Fig. 1: M1 wires
Scale: 8 px per um. Supply wires on this layer in gray.
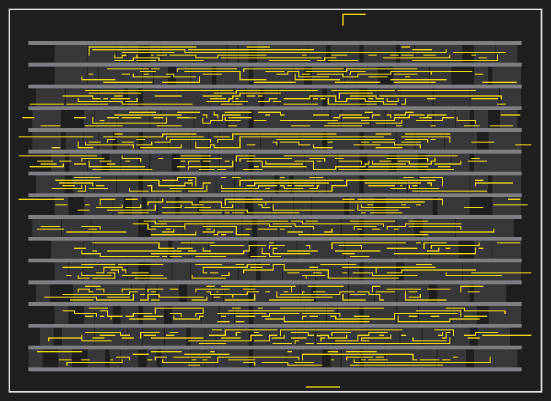
Fig. 2: cells by drive strength
Scale: 6 px per um.
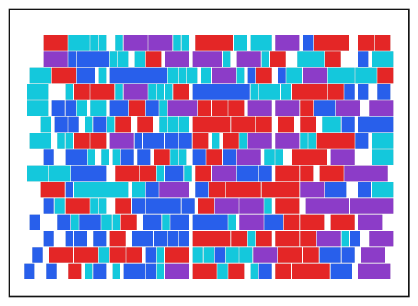
Fig. 3: placement density heat map
Scale: 6 px per um. The die is cut into 7 by 5 equal tiles; dark blue is low, red is high, 0 to 100% covered.
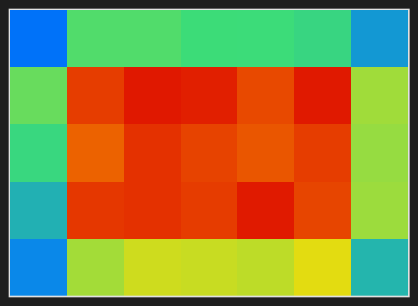
--- src/rtl/multicycle_control_unit.sv ---
// Multicycle MIPS control FSM: steps each instruction through FETCH/DECODE/EXEC/MEM/WB
// and drives the per-state datapath strobes, with optional early branch retirement and a memory-wait watchdog.
package mcu_types_pkg;
    typedef enum logic [3:0] {
        ALU_SLL  = 4'd0,
        ALU_SRL  = 4'd1,
        ALU_ADD  = 4'd2,
        ALU_SUB  = 4'd3,
        ALU_AND  = 4'd4,
        ALU_OR   = 4'd5,
        ALU_XOR  = 4'd6,
        ALU_NOR  = 4'd7,
        ALU_SLT  = 4'd8,
        ALU_SLTU = 4'd9
    } aluop_t;

    typedef enum logic [2:0] {
        ST_FETCH  = 3'd0,
        ST_DECODE = 3'd1,
        ST_EXEC   = 3'd2,
        ST_MEM    = 3'd3,
        ST_WB     = 3'd4,
        ST_HALTED = 3'd5
    } state_t;
endpackage

module multicycle_control_unit
    import mcu_types_pkg::*;
#(
    parameter bit          FAST_BRANCH = 1'b1,
    parameter int unsigned STALL_LIMIT = 0
) (
    input  logic        CLK,
    input  logic        nRST,
    input  logic [31:0] instruction,
    input  logic        ihit,
    input  logic        dhit,
    input  logic        zero,
    output logic        iREN,
    output logic        dREN,
    output logic        dWEN,
    output logic        IRWEN,
    output logic        PCWEN,
    output logic        RegWEN,
    output logic        MemtoReg,
    output logic [1:0]  ALUsrc,
    output logic [1:0]  Regdst,
    output logic [2:0]  jsel,
    output aluop_t      aluop,
    output logic        halt,
    output logic        mem_err,
    output logic [2:0]  state
);
    localparam logic [5:0] OP_RTYPE = 6'b000000, OP_J     = 6'b000010, OP_JAL   = 6'b000011,
                           OP_BEQ   = 6'b000100, OP_BNE   = 6'b000101, OP_ADDI  = 6'b001000,
                           OP_ADDIU = 6'b001001, OP_SLTI  = 6'b001010, OP_SLTIU = 6'b001011,
                           OP_ANDI  = 6'b001100, OP_ORI   = 6'b001101, OP_XORI  = 6'b001110,
                           OP_LUI   = 6'b001111, OP_LW    = 6'b100011, OP_SW    = 6'b101011,
                           OP_HALT  = 6'b111111;
    localparam logic [5:0] FN_SLL  = 6'b000000, FN_SRL  = 6'b000010, FN_JR   = 6'b001000,
                           FN_ADD  = 6'b100000, FN_ADDU = 6'b100001, FN_SUB  = 6'b100010,
                           FN_SUBU = 6'b100011, FN_AND  = 6'b100100, FN_OR   = 6'b100101,
                           FN_XOR  = 6'b100110, FN_NOR  = 6'b100111, FN_SLT  = 6'b101010,
                           FN_SLTU = 6'b101011;

    // A zero limit still needs a 1-bit counter so the logic stays well-formed.
    localparam int          CW    = (STALL_LIMIT > 0) ? $clog2(STALL_LIMIT + 1) : 1;
    localparam logic [CW-1:0] LIMIT = CW'(STALL_LIMIT);

    typedef enum logic [3:0] {
        CL_NOP, CL_RALU, CL_IALU, CL_LW, CL_SW, CL_BEQ, CL_BNE, CL_J, CL_JAL, CL_JR, CL_HALT
    } iclass_t;

    logic [5:0]    opcode, funct;
    logic [4:0]    rt, rd;
    logic          unused_fields;
    iclass_t       iclass;
    aluop_t        dec_alu;
    logic [1:0]    dec_src;
    state_t        cur, nxt;
    logic [CW-1:0] wait_cnt;
    logic          waiting, timeout, err_q;

    assign opcode        = instruction[31:26];
    assign rt            = instruction[20:16];
    assign rd            = instruction[15:11];
    assign funct         = instruction[5:0];
    assign unused_fields = ^{instruction[25:21], instruction[10:6]};

    always_comb begin
        iclass  = CL_NOP;
        dec_alu = ALU_ADD;
        dec_src = 2'd0;
        case (opcode)
            OP_RTYPE: begin
                iclass = CL_RALU;
                case (funct)
                    FN_SLL:           dec_alu = ALU_SLL;
                    FN_SRL:           dec_alu = ALU_SRL;
                    FN_ADD, FN_ADDU:  dec_alu = ALU_ADD;
                    FN_SUB, FN_SUBU:  dec_alu = ALU_SUB;
                    FN_AND:           dec_alu = ALU_AND;
                    FN_OR:            dec_alu = ALU_OR;
                    FN_XOR:           dec_alu = ALU_XOR;
                    FN_NOR:           dec_alu = ALU_NOR;
                    FN_SLT:           dec_alu = ALU_SLT;
                    FN_SLTU:          dec_alu = ALU_SLTU;
                    FN_JR:            iclass  = CL_JR;
                    default:          iclass  = CL_NOP;
                endcase
            end
            OP_ADDI, OP_ADDIU: begin iclass = CL_IALU; dec_alu = ALU_ADD;  dec_src = 2'd1; end
            OP_SLTI:           begin iclass = CL_IALU; dec_alu = ALU_SLT;  dec_src = 2'd1; end
            OP_SLTIU:          begin iclass = CL_IALU; dec_alu = ALU_SLTU; dec_src = 2'd1; end
            OP_ANDI:           begin iclass = CL_IALU; dec_alu = ALU_AND;  dec_src = 2'd2; end
            OP_ORI:            begin iclass = CL_IALU; dec_alu = ALU_OR;   dec_src = 2'd2; end
            OP_XORI:           begin iclass = CL_IALU; dec_alu = ALU_XOR;  dec_src = 2'd2; end
            OP_LUI:            begin iclass = CL_IALU; dec_alu = ALU_OR;   dec_src = 2'd3; end
            OP_LW:             begin iclass = CL_LW;   dec_alu = ALU_ADD;  dec_src = 2'd1; end
            OP_SW:             begin iclass = CL_SW;   dec_alu = ALU_ADD;  dec_src = 2'd1; end
            OP_BEQ:            begin iclass = CL_BEQ;  dec_alu = ALU_SUB;  end
            OP_BNE:            begin iclass = CL_BNE;  dec_alu = ALU_SUB;  end
            OP_J:              iclass = CL_J;
            OP_JAL:            iclass = CL_JAL;
            OP_HALT:           iclass = CL_HALT;
            default:           iclass = CL_NOP;
        endcase
    end

    // Only the hit belonging to the current state counts as progress.
    assign waiting = ((cur == ST_FETCH) && !ihit) || ((cur == ST_MEM) && !dhit);
    assign timeout = (STALL_LIMIT != 0) && waiting && (wait_cnt == LIMIT);

    always_ff @(posedge CLK or negedge nRST) begin
        if (!nRST) begin
            cur      <= ST_FETCH;
            wait_cnt <= '0;
            err_q    <= 1'b0;
        end else begin
            cur <= nxt;
            if (timeout)
                err_q <= 1'b1;
            if ((STALL_LIMIT == 0) || (nxt != cur) || !waiting)
                wait_cnt <= '0;
            else
                wait_cnt <= wait_cnt + 1'b1;
        end
    end

    always_comb begin
        nxt      = cur;
        iREN     = 1'b0;
        dREN     = 1'b0;
        dWEN     = 1'b0;
        IRWEN    = 1'b0;
        PCWEN    = 1'b0;
        RegWEN   = 1'b0;
        MemtoReg = 1'b0;
        ALUsrc   = 2'd0;
        Regdst   = 2'd0;
        jsel     = 3'd0;
        aluop    = ALU_SLL;
        halt     = 1'b0;
        case (cur)
            ST_FETCH: begin
                iREN = 1'b1;
                if (ihit) begin
                    IRWEN = 1'b1;
                    PCWEN = 1'b1;
                    nxt   = ST_DECODE;
                end
            end
            ST_DECODE: begin
                case (iclass)
                    CL_HALT: nxt = ST_HALTED;
                    CL_J: begin
                        PCWEN = 1'b1;
                        jsel  = 3'd2;
                        nxt   = ST_FETCH;
                    end
                    CL_JAL: begin
                        PCWEN  = 1'b1;
                        jsel   = 3'd2;
                        RegWEN = 1'b1;
                        Regdst = 2'd2;
                        nxt    = ST_FETCH;
                    end
                    default: nxt = ST_EXEC;
                endcase
            end
            ST_EXEC: begin
                aluop  = dec_alu;
                ALUsrc = dec_src;
                case (iclass)
                    CL_BEQ, CL_BNE: begin
                        PCWEN = (iclass == CL_BEQ) ? zero : !zero;
                        jsel  = 3'd1;
                        nxt   = FAST_BRANCH ? ST_FETCH : ST_WB;
                    end
                    CL_JR: begin
                        PCWEN = 1'b1;
                        jsel  = 3'd3;
                        nxt   = ST_FETCH;
                    end
                    CL_LW, CL_SW:     nxt = ST_MEM;
                    CL_RALU, CL_IALU: nxt = ST_WB;
                    default:          nxt = ST_FETCH;
                endcase
            end
            ST_MEM: begin
                dREN = (iclass == CL_LW);
                dWEN = (iclass == CL_SW);
                if (dhit)
                    nxt = (iclass == CL_LW) ? ST_WB : ST_FETCH;
            end
            ST_WB: begin
                nxt = ST_FETCH;
                case (iclass)
                    CL_RALU: RegWEN = (rd != 5'd0);
                    CL_IALU: begin
                        RegWEN = (rt != 5'd0);
                        Regdst = 2'd1;
                    end
                    CL_LW: begin
                        RegWEN   = (rt != 5'd0);
                        Regdst   = 2'd1;
                        MemtoReg = 1'b1;
                    end
                    default: ;
                endcase
            end
            ST_HALTED: halt = 1'b1;
            default:   nxt = ST_FETCH;
        endcase
        if (timeout)
            nxt = ST_HALTED;
    end

    assign state   = cur;
    assign mem_err = err_q;
endmodule
--- config.mk ---
export PLATFORM = sky130hd
export DESIGN_NAME = multicycle_control_unit
export DESIGN_NICKNAME = d
export VERILOG_FILES = /design/src/rtl/multicycle_control_unit.sv
export SDC_FILE = /design/constraint.sdc
export NUM_CORES = 1
export LEC_CHECK = 0
export ABC_AREA = 1
export CORE_ASPECT_RATIO = 0.7
export CORE_MARGIN = 2
export CORE_UTILIZATION = 31
export CTS_CLUSTER_SIZE = 40
export DETAILED_ROUTE_END_ITERATION = 8
export PLACE_DENSITY = 0.74
export SETUP_SLACK_MARGIN = 0.02
export SLEW_MARGIN = 40
export SYNTH_ARGS = -nofsm -noshare
export SYNTH_HDL_FRONTEND = slang
export SYNTH_SLANG_ARGS = --single-unit
--- constraint.sdc ---
create_clock -name CLK -period 1.9 [get_ports CLK]
set_input_delay 0.57 -clock CLK [delete_from_list [all_inputs] [get_ports CLK]]
set_output_delay 0.57 -clock CLK [all_outputs]
set_load 0.01 [all_outputs]
==> out/writeup.txt <==
The slack of the critical path is -0.559 ns, and the number of hold violations in the final report is 0. The aggregate global-route resource usage is 0.292, and the number of nets in the final layout is 310. On the worst setup and hold paths after CTS, the clock-pin slew comes to 0.04 ns.

In the log, the iteration count for the first detailed-route pass is 5. With the count of library flops with an enable pin at 0, the data arrival at the endpoint of the critical path is 1.89 ns. The worst-case hold slack came out at 0.558 ns. The final max-slew violation count recorded for this run is 0. The first global-routing pass estimated 6800 um of wire. The tools report the final weighted congestion in routability-driven placement as 0.813. The number of cells in the design after placement was 283. Buffers inserted to repair hold after CTS numbered 0.

The run gives 0 as the reported max-cap violation count. Setup repair after global routing could not meet its margin everywhere. Per the skew report, the later register of the worst-skew pair sees a clock latency of 0.23 ns. The total cell area at the placement stage is 1740 um2. The run finished, with violations left.

CTS reports a maximum clock tree buffer depth of 2. The post-synth design cell area is 843 um2, and the number of flip-flops and latches in the synthesized netlist is 3. After floorplanning, the core was divided into 15 placement rows.

For this run the aggregate overflow at the end of global routing stands at 0. Summed over all nets, the half-perimeter wirelength after detailed placement is 2830 um. Leaving out buffers and inverters, the combinational logic in the layout accounts for 1030 um2. With the count of H-tree levels built during CTS at 1, the largest net degree at the start of global routing is 8. STA classifies the critical path endpoint as an output port.

With the ratio of cells with drive above 1 in the final layout at 0.669, the number of CTS-inserted buffers is 3. The final timing report counts setup violations totalling 18. By instance count after routing, the leading logic cell type is buf_4. The sequential cells in the finished layout cover a total of 77.6 um2. Average wire per standard cell: 20.5 um.

The power density of the placed cells came out at 612 nW/um2. The maximum fanout along the worst path is 4. Synthesis produced 163 cells. The DRC marker count from the first detailed-route iteration came out at 165. The run gives 2.46 ns for the minimum clock period. In the routed layout, each cell is associated on average with a via count of 5.89. For this run, design rule violations remaining after detail routing come to 0. The final reports fail on negative setup slack. The post-synthesis async set-or-reset flop share is 1.00, and the number of antenna violations at the first check in global routing is 0. The finished layout holds 306 standard cells, fillers aside. For the cell total in the yosys stat output, the log shows 163. For this run, the leading register cell type out of synthesis is dfrtp_1.
-- Fig. 1 (at the start) --
main direction: horizontal
wire length on this layer: 2330 um
nets with wire on the layer: 271
longest straight run: 32.7 um
share of all routed wire: 37%
total via count after detailed routing: 1801
global-route track usage on met1: 0.320
Total Routed Length: 6270 um

-- Fig. 2 (at the start) --
legend:
  blue:
    size: _2 cells
    cells: 74
  cyan:
    size: _0 and _1 cells
    cells: 90
  purple:
    size: _6 and larger
    cells: 36
  red:
    size: _3 and _4 cells
    cells: 72
area of all placed cells without fillers: 2260 um2
worst setup slack after layout: -0.559 ns
number of ordinary and repair buffers in the finished layout: 106
area overhead of the layout relative to synthesis: 168%

-- Fig. 3 (at the start) --
densest ninth of the die: middle
tiles over 75% full: 43%
fullest tile: 97%
mean over tiles: 70%
final core utilization: 0.898
floorplan utilization: 0.335
Core Region: 2510 um2

[per-stage QoR]
step / TNS [ns] / setup WS [ns]
after global placement: -17.76 / -1.23
final: -4.95 / -0.559
after detailed placement: -18.64 / -1.36
after floorplan: 0 / 0.00510
after CTS: -4.19 / -0.460
after global routing: -5.35 / -0.585
[cell usage after synthesis (3+ instances only)]
cell,instances,share of area
a21oi_1,7,0.042
dfrtp_1,3,0.089
inv_1,24,0.11
inv_2,5,0.022
nand2_1,37,0.16
nand3_1,16,0.095
nand3_2,5,0.059
nor2_1,27,0.12
nor2_2,6,0.045
nor3_1,9,0.053
o21ai_0,4,0.024
[per-layer routing]
layer | routed length (um) | track usage
met3 | 603 | 0.0494
met2 | 2810 | 0.550
met5 | 0 | 0
met1 | 2330 | 0.320
met4 | 529 | 0.180
[power by group]
group	total [mW]	internal [mW]	leakage (nW)	switching (mW)
combinational	1.05	0.493	1.04	0.558
sequential	0.127	0.0913	0.0365	0.0359
clock	0.205	0.145	0.0228	0.0598
[worst max-delay path, cell delays in order]
cell      delay (ns)
buf_8           0.11
nor2_4          0.17
buf_4           0.15
nand3_4         0.11
nor2_4          0.15
nor2_2          0.06
nand2_1         0.08
nor2_1          0.06
nand4_1         0.16
nand3b_1        0.10
buf_2           0.15
[final cells by class]
class / instances / area share
multi-input cells: 130 / 0.456
repair buffers: 106 / 0.407
clock buffers: 4 / 0.0200
well taps: 34 / 0.0188
inverters: 29 / 0.0632
flip-flops and latches: 3 / 0.0344
[worst paths after layout]
path,cells after the start,start,endpoint
max reg2reg,9,state[2]$_DFFE_PN0P_,state[2]$_DFFE_PN0P_
min,1,nRST,state[2]$_DFFE_PN0P_
min reg2reg,4,state[2]$_DFFE_PN0P_,state[0]$_DFFE_PN0P_
min in group CLK,4,state[2]$_DFFE_PN0P_,state[0]$_DFFE_PN0P_
max in group asynchronous,1,nRST,state[1]$_DFFE_PN0P_
max,11,instruction[28],RegWEN
[timing repair]
| item | CTS | global route |
|---|---|---|
| buffers inserted | 12 | 12 |
| gates resized | 162 | 92 |
| endpoints found under the setup margin | 21 | 20 |
| hold endpoints to repair | 0 | 0 |
| pin swaps | 29 | 34 |
[cells by family (layout without fill, tap and decap cells)]
group / Yosys count / count (layout) / synth area share
xor gates and xnor gates: 1 / 1 / 0.0104
other: 1 / 2 / 0.00445
and+or+nand+nor: 108 / 108 / 0.608
DFF: 3 / 3 / 0.0890
AOI/OAI and AO/OA: 19 / 19 / 0.141
buffers and inverters: 31 / 139 / 0.147
Power and IR drop assume default switching activity.
